--- src/rtl/systolic_result_drain_if.sv ---
// Bundle between the systolic array top level, the result drain and the downstream consumer.
// The slave modport is the drain itself; the master modport is whoever feeds it and consumes the stream.
interface systolic_result_drain_if #(
  parameter int N = 4
);
  localparam int IDX_W = $clog2(N);

  logic [N-1:0][N-1:0][31:0] i_c;
  logic                      i_validResult;
  logic                      i_ready;
  logic                      i_clearDropped;
  logic                      o_valid;
  logic [31:0]               o_data;
  logic [IDX_W-1:0]          o_row;
  logic [IDX_W-1:0]          o_col;
  logic                      o_last;
  logic                      o_busy;
  logic                      o_dropped;

  modport slave (
    input  i_c, i_validResult, i_ready, i_clearDropped,
    output o_valid, o_data, o_row, o_col, o_last, o_busy, o_dropped
  );

  modport master (
    output i_c, i_validResult, i_ready, i_clearDropped,
    input  o_valid, o_data, o_row, o_col, o_last, o_busy, o_dropped
  );
endinterface

--- src/rtl/systolic_result_drain.sv ---
// Captures a whole N x N result matrix in one cycle and streams it out row-major over valid/ready,
// flagging results that arrive while a previous matrix is still draining.
module systolic_result_drain #(
  parameter int N = 4
) (
  input  logic                    i_clk,
  input  logic                    i_arst,
  systolic_result_drain_if.slave  bus
);
  localparam int IDX_W = $clog2(N);
  localparam logic [IDX_W-1:0] LAST_IDX = IDX_W'(N - 1);

  typedef enum logic {IDLE, DRAIN} state_t;

  state_t                    state_q, state_d;
  logic [IDX_W-1:0]          row_q, row_d;
  logic [IDX_W-1:0]          col_q, col_d;
  logic                      dropped_q, dropped_d;
  logic [N-1:0][N-1:0][31:0] buffer_q;

  logic lastBeat;
  logic xfer;
  logic capture;
  logic drop;

  assign lastBeat = (state_q == DRAIN) && (row_q == LAST_IDX) && (col_q == LAST_IDX);
  assign xfer     = (state_q == DRAIN) && bus.i_ready;

  // A strobe landing on the final transfer is a back-to-back recapture, not a drop.
  assign capture  = bus.i_validResult && ((state_q == IDLE) || (xfer && lastBeat));
  assign drop     = bus.i_validResult && (state_q == DRAIN) && !(xfer && lastBeat);

  always_comb begin
    state_d = state_q;
    row_d   = row_q;
    col_d   = col_q;
    if (capture) begin
      state_d = DRAIN;
      row_d   = '0;
      col_d   = '0;
    end else if (xfer) begin
      if (lastBeat) begin
        state_d = IDLE;
        row_d   = '0;
        col_d   = '0;
      end else if (col_q == LAST_IDX) begin
        col_d = '0;
        row_d = row_q + IDX_W'(1);
      end else begin
        col_d = col_q + IDX_W'(1);
      end
    end
  end

  // Set has priority over clear so a drop is never lost to a coincident clear.
  always_comb begin
    dropped_d = dropped_q;
    if (drop) begin
      dropped_d = 1'b1;
    end else if (bus.i_clearDropped) begin
      dropped_d = 1'b0;
    end
  end

  always_ff @(posedge i_clk or posedge i_arst) begin
    if (i_arst) begin
      state_q   <= IDLE;
      row_q     <= '0;
      col_q     <= '0;
      dropped_q <= 1'b0;
      buffer_q  <= '0;
    end else begin
      state_q   <= state_d;
      row_q     <= row_d;
      col_q     <= col_d;
      dropped_q <= dropped_d;
      if (capture) begin
        buffer_q <= bus.i_c;
      end
    end
  end

  assign bus.o_valid   = (state_q == DRAIN);
  assign bus.o_busy    = (state_q == DRAIN);
  assign bus.o_last    = lastBeat;
  assign bus.o_row     = row_q;
  assign bus.o_col     = col_q;
  assign bus.o_data    = buffer_q[row_q][col_q];
  assign bus.o_dropped = dropped_q;
endmodule

--- src/flat_wrapper.sv ---
// flat-port wrapper written by rule: the top's interface ports become plain ports
module systolic_result_drain_flat 
#(
  parameter int N = 4
)
  (i_clk, i_arst, bus_i_c, bus_i_validResult, bus_i_ready, bus_i_clearDropped, bus_o_valid, bus_o_data, bus_o_row, bus_o_col, bus_o_last, bus_o_busy, bus_o_dropped);
  systolic_result_drain_if #(.N(N)) bus_i ();
  input  logic i_clk;
  input  logic i_arst;
  input wire logic [$bits(bus_i.i_c)-1:0] bus_i_c;
  input wire logic [$bits(bus_i.i_validResult)-1:0] bus_i_validResult;
  input wire logic [$bits(bus_i.i_ready)-1:0] bus_i_ready;
  input wire logic [$bits(bus_i.i_clearDropped)-1:0] bus_i_clearDropped;
  output wire logic [$bits(bus_i.o_valid)-1:0] bus_o_valid;
  output wire logic [$bits(bus_i.o_data)-1:0] bus_o_data;
  output wire logic [$bits(bus_i.o_row)-1:0] bus_o_row;
  output wire logic [$bits(bus_i.o_col)-1:0] bus_o_col;
  output wire logic [$bits(bus_i.o_last)-1:0] bus_o_last;
  output wire logic [$bits(bus_i.o_busy)-1:0] bus_o_busy;
  output wire logic [$bits(bus_i.o_dropped)-1:0] bus_o_dropped;
  assign bus_i.i_c = bus_i_c;
  assign bus_i.i_validResult = bus_i_validResult;
  assign bus_i.i_ready = bus_i_ready;
  assign bus_i.i_clearDropped = bus_i_clearDropped;
  assign bus_o_valid = bus_i.o_valid;
  assign bus_o_data = bus_i.o_data;
  assign bus_o_row = bus_i.o_row;
  assign bus_o_col = bus_i.o_col;
  assign bus_o_last = bus_i.o_last;
  assign bus_o_busy = bus_i.o_busy;
  assign bus_o_dropped = bus_i.o_dropped;
  systolic_result_drain #(.N(N)) u_core (.i_clk(i_clk), .i_arst(i_arst), .bus(bus_i));
endmodule
--- config.mk ---
export PLATFORM = sky130hd
export DESIGN_NAME = systolic_result_drain_flat
export DESIGN_NICKNAME = d
export VERILOG_FILES = /design/src/rtl/systolic_result_drain_if.sv /design/src/rtl/systolic_result_drain.sv /design/src/flat_wrapper.sv
export SDC_FILE = /design/constraint.sdc
export NUM_CORES = 1
export LEC_CHECK = 0
export ABC_AREA = 1
export ABC_CLOCK_PERIOD_IN_PS = 25700
export CAP_MARGIN = 30
export CORE_MARGIN = 8
export CORE_UTILIZATION = 58
export CTS_BUF_LIST = sky130_fd_sc_hd__clkbuf_4
export DETAILED_ROUTE_END_ITERATION = 7
export PLACE_DENSITY = 0.89
export SYNTH_ARGS = -nofsm -noshare
export SYNTH_HDL_FRONTEND = slang
export SYNTH_SLANG_ARGS = --single-unit
--- constraint.sdc ---
create_clock -name i_clk -period 25.7 [get_ports i_clk]
set_input_delay 3.855 -clock i_clk [delete_from_list [all_inputs] [get_ports i_clk]]
set_output_delay 3.855 -clock i_clk [all_outputs]
set_load 0.03 [all_outputs]
Figure 1. Metal 1.
Supply wires on this layer in gray.
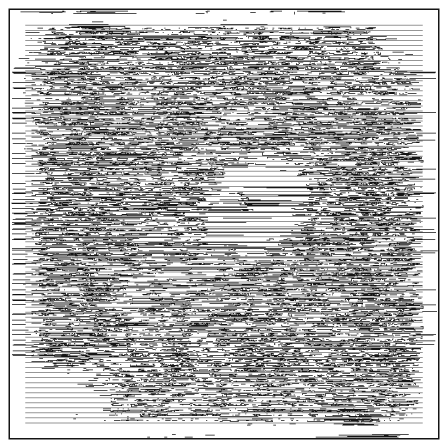
nets with wire on the layer: 4293
wire length on this layer: 37.0 mm
share of all routed wire: 37%
longest straight run: 92.5 um
main direction: horizontal
met1 track utilization from global routing: 46.3%
via count: 27862
Final Routed Wirelength: 99800 um

Figure 2. Clock nets.
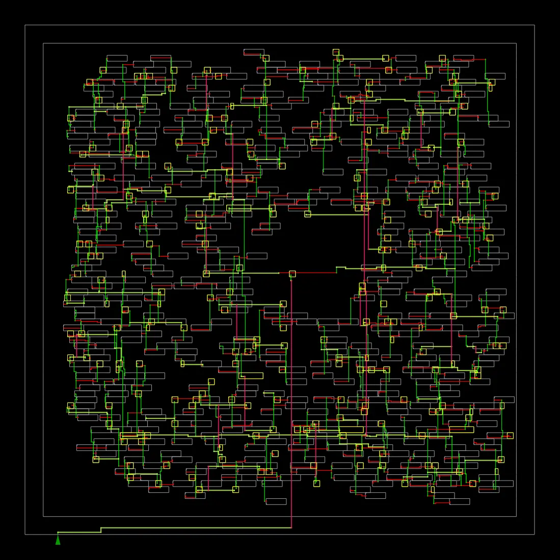
clk_lat worst skew: 0.99 ns
Power Clock: 0.786 mW

Figure 3. Met4 routing.
Supply wires on this layer in gray. Cells faint in the background.
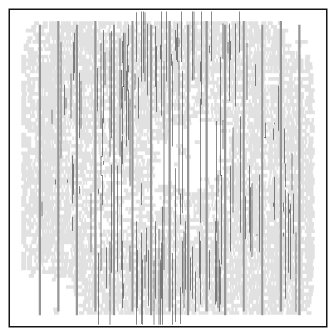
nets with wire on the layer: 135
share of all routed wire: 6.1%
longest straight run: 152 um
wire length on this layer: 6110 um
main direction: vertical

==> impl_metrics.env <==
# flow metrics
export IMPL_cts_hold_buffers=0
export IMPL_timing_rr_start="u_core.bus.o_row[1]"
export IMPL_worst_r2r_cell_count=11
export IMPL_timing_rr_end="u_core.buffer_q[419]"
export IMPL_hold_path_end="u_core.buffer_q[441]"
export IMPL_cts_buffers=139
export IMPL_ctsLongestPathBuffers=3
export IMPL_die_w_um=231
export IMPL_placementRows=79
export IMPL_post_cts_resized=0
export IMPL_power_density_nw_per_um2=118
export IMPL_slew_headroom_pct=25.7
export IMPL_instances_no_fill=4991
export IMPL_p_leak_nw=18.3
export IMPL_aoi_share_pct=0.154
export IMPL_root_buffer="clkbuf_4"
export IMPL_simple_gate_area_share_pct=40.5
export IMPL_mux_share_pct=0
export IMPL_ir_drop_uv=108
export IMPL_finalHoldViolCount=0
export IMPL_ys_seq_share_pct=48.2
export IMPL_dp_cells=4721
export IMPL_vias_per_cell=5.58
export IMPL_ys_area_sq_um=26900
export IMPL_holdPathStages=2
export IMPL_fp_nets=4324
export IMPL_path_class="reg -> out"
export IMPL_drt_iter0_drc=4149
export IMPL_layout_nets=4776
export IMPL_die_h_um=231
export IMPL_required_ns=21.84
export IMPL_period_needed_ns=8.76
export IMPL_fp_utilization_pct=58.3
export IMPL_r2r_slack_ns=20.32
export IMPL_syn_cell_area_sq_um=26900
export IMPL_maxCapViolCount=0
export IMPL_grt_max_degree=207
export IMPL_drive_gt1_share_pct=6.22
export IMPL_syn_to_final_growth_pct=26.6
export IMPL_drtAntennaViolNets=0
export IMPL_outcome="finished, final reports clean"
export IMPL_grt_first_pass_wirelength_um=150000
export IMPL_gp_congestion=0.925
export IMPL_wl_per_cell_um=20.0
export IMPL_cp_arrival_ns=4.90
export IMPL_post_dp_hpwl_um=68900
export IMPL_placed_cell_area_sq_um=32100
export IMPL_path_clk_slew_ns=0.06
[final cells by class]
| class | count | area (sq um) |
|---|---|---|
| Inverter | 395 | 1500 |
| Multi-Input combinational cell | 2615 | 11000 |
| Sequential cell | 518 | 13000 |
| Clock inverter | 31 | 259 |
| Antenna cell | 25 | 62.6 |
| Timing Repair Buffer | 588 | 5930 |
| Fill cell | 3538 | 12100 |
| Clock buffer | 212 | 1590 |
| Tap cell | 607 | 759 |
[power by group]
| part | switching, mW | internal (mW) | leakage (nW) |
|---|---|---|---|
| clock | 0.361 | 0.425 | 1.11 |
| combinational | 1.19 | 0.609 | 10.7 |
| sequential | 0.238 | 1.18 | 6.49 |
[cell usage in the layout (no fill, tap or decap)]
master / n
inv_1: 391
dfrtp_1: 515
clkbuf_4: 212
buf_16: 4
o21ai_0: 4
nand2_4: 1
o21ai_4: 1
ha_1: 2
nor2_1: 2
clkinvlp_4: 2
nand2_1: 1702
dfrtp_4: 2
clkdlybuf4s50_1: 555
inv_8: 2
buf_4: 25
inv_4: 1
bufinv_16: 5
clkinv_2: 3
o22ai_1: 1
inv_2: 8
clkinv_1: 14
a21oi_1: 2
dfrtp_2: 1
buf_8: 1
nand3_1: 900
diode_2: 25
buf_12: 3
[metrics by stage]
stage	setup WS, ns	power (mW)
floorplan	7.38	2.51
global placement	17.80	3.12
detailed placement	17.90	3.18
CTS	16.82	3.97
global route	16.81	4.27
finish	16.94	4.01
[cell usage after synthesis (all sizes together)]
cell	count	area [sq um]
ha	2	25.0
o22ai	1	6.26
o21ai	5	25.0
nor2	2	7.51
dfrtp	518	13000
inv	394	1480
buf	139	963
nand3	900	4500
clkbuf	138	518
a21oi	2	10.0
clkinv	1	3.75
nand2	1703	6390
[how the worst max path moves through the flow]
stage / to / slack, ns / from / depth (start not counted)
floorplan: u_core.buffer_q[0] / 7.38 / i_arst / 1
global placement: u_core.buffer_q[421] / 17.80 / bus_i_ready / 9
detailed placement: bus_o_data[6] / 17.90 / u_core.bus.o_row[0] / 9
CTS: bus_o_data[6] / 16.82 / u_core.bus.o_row[0] / 9
global route: bus_o_data[8] / 16.81 / u_core.bus.o_row[0] / 9
finish: bus_o_data[6] / 16.94 / u_core.bus.o_row[0] / 8
[flip-flops by register name, indices dropped and copies added, names as in the netlist]
| name | flops |
|---|---|
| u_core.buffer_q | 512 |
| u_core.bus.o_dropped | 1 |
| u_core.bus.o_busy | 1 |
| u_core.bus.o_col | 2 |
| u_core.bus.o_row | 2 |
[kinds of logic after synthesis]
group | after synthesis
AND-OR/OR-AND | 8
adder cells (fa/ha/maj) | 2
buffers and inverters | 672
flip-flops | 518
AND/OR/NAND/NOR | 2605
[per-layer routing]
metal / track usage, % / vias up / share of wire, %
met3: 11.4 / 307 / 12
met1: 46.3 / 12995 / 37
li1: - / 12777 / -
met5: 0 / - / 0.11
met4: 23.0 / 18 / 6.1
met2: 53.6 / 1765 / 45
[worst max-delay path, cell delays in order (launching register included)]
cell	delay, ns
dfrtp_4	0.76
buf_4	0.67
buf_4	0.83
nand2_1	0.12
nand3_1	0.11
nand3_1	0.15
nand3_1	0.36
nand2_1	0.15
clkdlybuf4s50_1	0.64
Power figures rest on the tool's default switching activity, not on a simulated workload.
